Design phase_timer, sky130hd; sources not shown.
Fig. 1: run 1, cell density map
7 x 7 tiles, from black (low) to pale yellow (high), 0 to 100% covered.
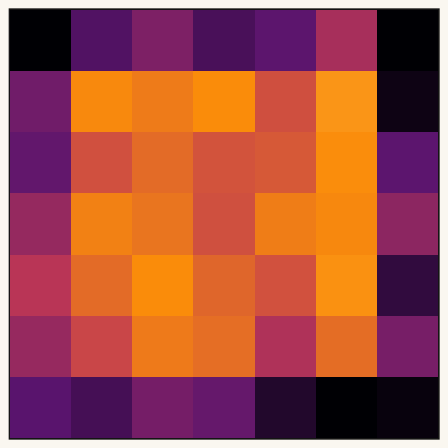
emptiest ninth of the die: lower right
tiles over 75% full: 10%
fullest tile: 77%
densest ninth of the die: center
mean over tiles: 45%
nearly empty tiles: 6.1%
fraction of the core area occupied by cells at floorplan: 53.4%
Std-Cell Core Area: 3490 um2
Core Util, Final: 60.8%

Fig. 2: run 1, gate families picked out
The bar under the picture is 20 um long.
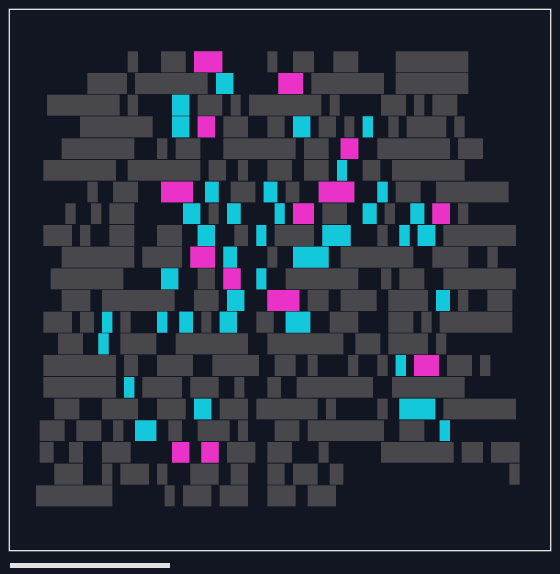
[AND and OR gates] magenta | cells: 14
[NAND gates] cyan | cells: 37 | most used: nand2_1
combinational fraction of the cell area: 46.1%
most frequent logic cell in the layout: sky130_fd_sc_hd__nor2_1

Fig. 3: run 1, wires at chosen ports, followed through buffers
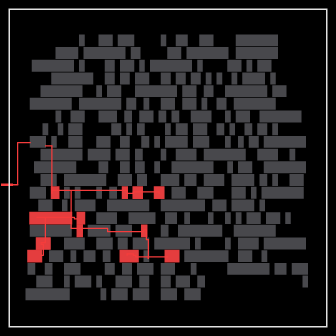
[load_counter] red | bits: 1 | direction: input | end cells: 12 | buffers: 1 | wire: 111 um
I/O Pins: 19
Port Buffer Count: 16

==> run notes, run 1 <==
This memo summarizes the results of the implementation run.

Run status
The run finished with clean final reports.

Clock network
The longest clock path from root to sink contains 2 buffers. On the worst setup and hold paths after CTS, the clock-pin slew comes to 0.06 ns. The skew report gives the latency at the later pin of the worst-skew pair as 0.28 ns. The clock tree from TritonCTS is yes.

Cells and area
The final antenna diode tally reported by the flow is 0. The number of fill cells in the layout is 401.

Critical path
The number of cells traversed by the worst register-to-register path is 5. The category of the critical setup timing path is primary input to output port. Data on the critical path is required at its endpoint by 4.00 ns.

Job
Across all stage logs, warnings added up to 28.

Yosys
In this run the cell area of the synthesized design comes to between 1500 and 2000 um2. The count of library flops with an enable pin is 0.

Timing
Setup total negative slack on the finished layout was measured at 0 ns. Measured against its own limit, the worst slew margin works out to 57.0%. The post-route clock period utilization is about four fifths. The final clock skew is ~0.0043 ns. The number of failing hold endpoints at the final stage is 0.

Place
The half-perimeter wire length after detailed placement is 3420 um.

GRT
Entering global routing, the biggest net connects 33 pins. Overall routing resource usage recorded by global route was 23.7%. The overall overflow remaining after global route is 0.

Floorplanning
The vertical die dimension is just under 70 um. The chip area is 4580 um2.

Route
The detailed-route DRC error count is 0. The violation count after the first detailed-routing iteration is 83.

Worst hold path
The type recorded for the worst min-delay path is flop to flop.
## run 1: where the power goes
part | total (uW) | internal (uW) | switching [uW]
Sequential | 272 | 267 | 5.42
Combinational | 52.4 | 23.5 | 28.9
Clock | 215 | 122 | 92.1
## run 1: cell families (layout without fill, tap and decap cells)
kind of cell	after synthesis	count (layout)	synth area share (%)
buffers and inverters	12	29	4.29
DFF	32	32	43.2
xor gates and xnor gates	23	23	10.8
adders and majority gates	3	3	2.01
AOI/OAI and AO/OA	19	19	7.85
other	1	1	0.201
and+or+nand+nor	102	102	31.7
## run 1: per-layer routing
metal	wire, um	vias to the layer above	global-route usage, %
li1	-	710	-
met1	2110	756	29.9
met2	2390	33	39.2
met3	153	6	5.66
met4	55	0	8.86
met5	0	-	0
## run 1: critical path, cell delays in order
cell and delay [ns]:
sky130_fd_sc_hd__clkdlybuf4s50_1 0.65, sky130_fd_sc_hd__nor4_4 0.65, sky130_fd_sc_hd__clkdlybuf4s50_1 0.65
## run 1: metrics by stage
| stage | total power [uW] | area (um2) | utilization [%] | hold slack, ns | instances |
|---|---|---|---|---|---|
| 2_1_floorplan | 304 | 1870 | - | 0.502 | 192 |
| 3_3_place_gp | 326 | 2030 | 58.1 | 0.524 | 248 |
| 3_5_place_dp | 329 | 2030 | 58.1 | 0.555 | 248 |
| 4_1_cts | 546 | 2130 | 60.8 | 0.566 | 255 |
| 5_1_grt | 564 | 2130 | 60.8 | 0.594 | 255 |
| 6_report | 539 | 2130 | 60.8 | 0.564 | 255 |
## run 1: final cells by class
class	instances	area, um2	share of cell area [%]
clock buffer	7	96.3	4.53
multi-input combinational	148	980	46.1
sequential	32	806	37.9
tap	46	57.6	2.71
inverter	5	18.8	0.883
timing repair buffer	17	168	7.89
==> run 2, diff against run 1 <==
--- a/config.mk
+++ b/config.mk
@@ -9,10 +9,10 @@
 export CELL_PAD_IN_SITES_DETAIL_PLACEMENT = 1
 export CELL_PAD_IN_SITES_GLOBAL_PLACEMENT = 1
 export CORE_MARGIN = 3
-export CORE_UTILIZATION = 49
+export CORE_UTILIZATION = 46
 export CTS_BUF_LIST = sky130_fd_sc_hd__clkbuf_4 sky130_fd_sc_hd__clkbuf_8
 export DETAILED_ROUTE_END_ITERATION = 10
-export PLACE_DENSITY = 0.9
+export PLACE_DENSITY = 0.85
 export SYNTH_ARGS = -nofsm -noshare
 export SYNTH_HDL_FRONTEND = slang
 export SYNTH_SLANG_ARGS = --single-unit
==> constraint.sdc (replaced) <==
create_clock -name clk -period 3.7 [get_ports clk]
set_input_delay 0.74 -clock clk [delete_from_list [all_inputs] [get_ports clk]]
set_output_delay 0.74 -clock clk [all_outputs]
set_load 0.01 [all_outputs]
Fig. 4: run 2, signal wires on met3
The bar under the picture is 20 um long.
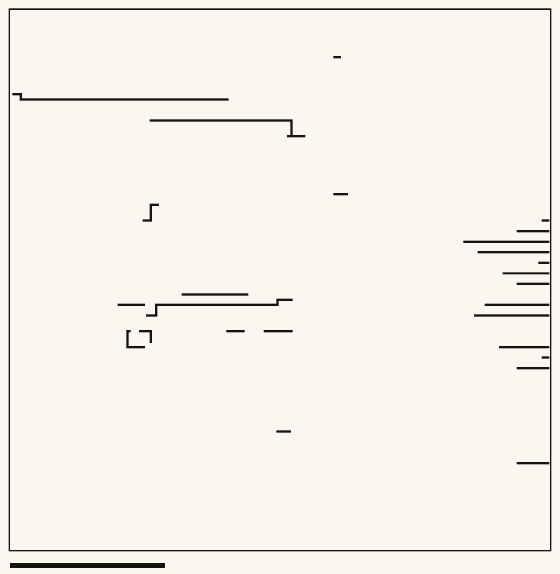
nets with wire on the layer: 20
longest straight run: 26.7 um
wire length on this layer: 170 um
main direction: horizontal
via count of the routed design: 1530
drt total wl: 4560 um

==> run notes, run 2 <==
This memo summarizes the results of the implementation run.

Run status
The run finished with clean final reports.

Floorplanning
The initial standard-cell utilization of the core is 49.5% (-3.9 points). The chip area is 4860 um2 (+5.9%). The vertical die dimension is 69.7 um (+2.9%).

Cells and area
The top cell type in the final layout, fill and taps aside, is sky130_fd_sc_hd__nor2_1.

Pwr
The cell-internal power is 541 uW (+31%). The share of total power consumed by net switching is 24.7% (+1.3 points). The power of the combinational group came to 71.1 uW (+36%). The fraction of power consumed by combinational cells was 9.9% (+0.2 points). The reported net switching power is 178 uW (+41%).

Timing
The relative slew slack was 55.6% (-1.4 points). The number of failing hold endpoints at the final stage came to 0 (unchanged). The final clock skew is 0.00547 ns (+0.00116 ns).

Clock network
TritonCTS built the clock tree. The insertion delay of the later-clocked pin in the worst-skew pair was 0.29 ns (about the same).

Critical path
The slowest stage of the critical path is the sky130_fd_sc_hd__clkdlybuf4s50_1 cell. The cell count along the critical path was 4 (+1). The largest incremental delay on the critical path is 0.58 ns (-0.07 ns).

Place
The half-perimeter wire length after detailed placement is 3210 um (-6.3%). The number of I/O port buffers is 16 (unchanged).

Job
The count of warning messages emitted by the tools is 28 (unchanged).

GRT
The aggregate global-route resource usage is 20.3% (-3.5 points). The pin count of the biggest net entering global routing came to 33 (unchanged).

Route
The violation count after the first detailed-routing iteration is 71 (-14%).

Worst hold path
The path class of the tightest hold or removal check is flop to flop.
## run 2: cell types whose count changed in the layout (fill, tap and decap cells not counted)
cell / previous run / this run
sky130_fd_sc_hd__clkbuf_8: 7 / 6
sky130_fd_sc_hd__buf_4: 1 / 4
sky130_fd_sc_hd__clkinv_2: 0 / 2
## run 2: routing by layer
| metal | routed length [um] | GRT usage, % | share of wire [%] | up-vias |
|---|---|---|---|---|
| met2 | 2350 | 36.4 | 52 | 31 |
| met4 | 85 | 7.45 | 1.9 | 0 |
| met1 | 1950 | 23.1 | 43 | 777 |
| met3 | 170 | 5.07 | 3.7 | 9 |
| li1 | - | - | - | 713 |
| met5 | 0 | 0 | 0 | - |
## run 2: cell type report
cell class / count / area, um2
sequential: 32 / 806
clock inverter: 2 / 10.0
inverter: 5 / 18.8
clock buffer: 6 / 82.6
fill: 441 / 1620
multi-input combinational: 148 / 980
tap: 48 / 60.1
timing repair buffer: 20 / 190
## run 2: per-stage QoR
step | power [uW] | hold slack, ns | utilization [%] | instances
3_5_place_dp | 446 | 0.537 | 54.5 | 253
3_3_place_gp | 442 | 0.514 | 54.5 | 253
6_report | 719 | 0.543 | 56.9 | 261
5_1_grt | 755 | 0.575 | 56.9 | 261
2_1_floorplan | 410 | 0.444 | - | 192
4_1_cts | 729 | 0.547 | 56.9 | 261
## run 2: logic make-up (layout without fill, tap and decap cells)
group / after synthesis / count (layout) / share of synthesized area (%)
xor gates and xnor gates: 23 / 23 / 10.8
buffers and inverters: 12 / 33 / 4.29
other: 1 / 1 / 0.201
DFF: 32 / 32 / 43.2
AOI/OAI and AO/OA: 19 / 19 / 7.85
and+or+nand+nor: 102 / 102 / 31.7
adders and majority gates: 3 / 3 / 2.01
No activity file was given, so power comes from the tool's default toggle rates.
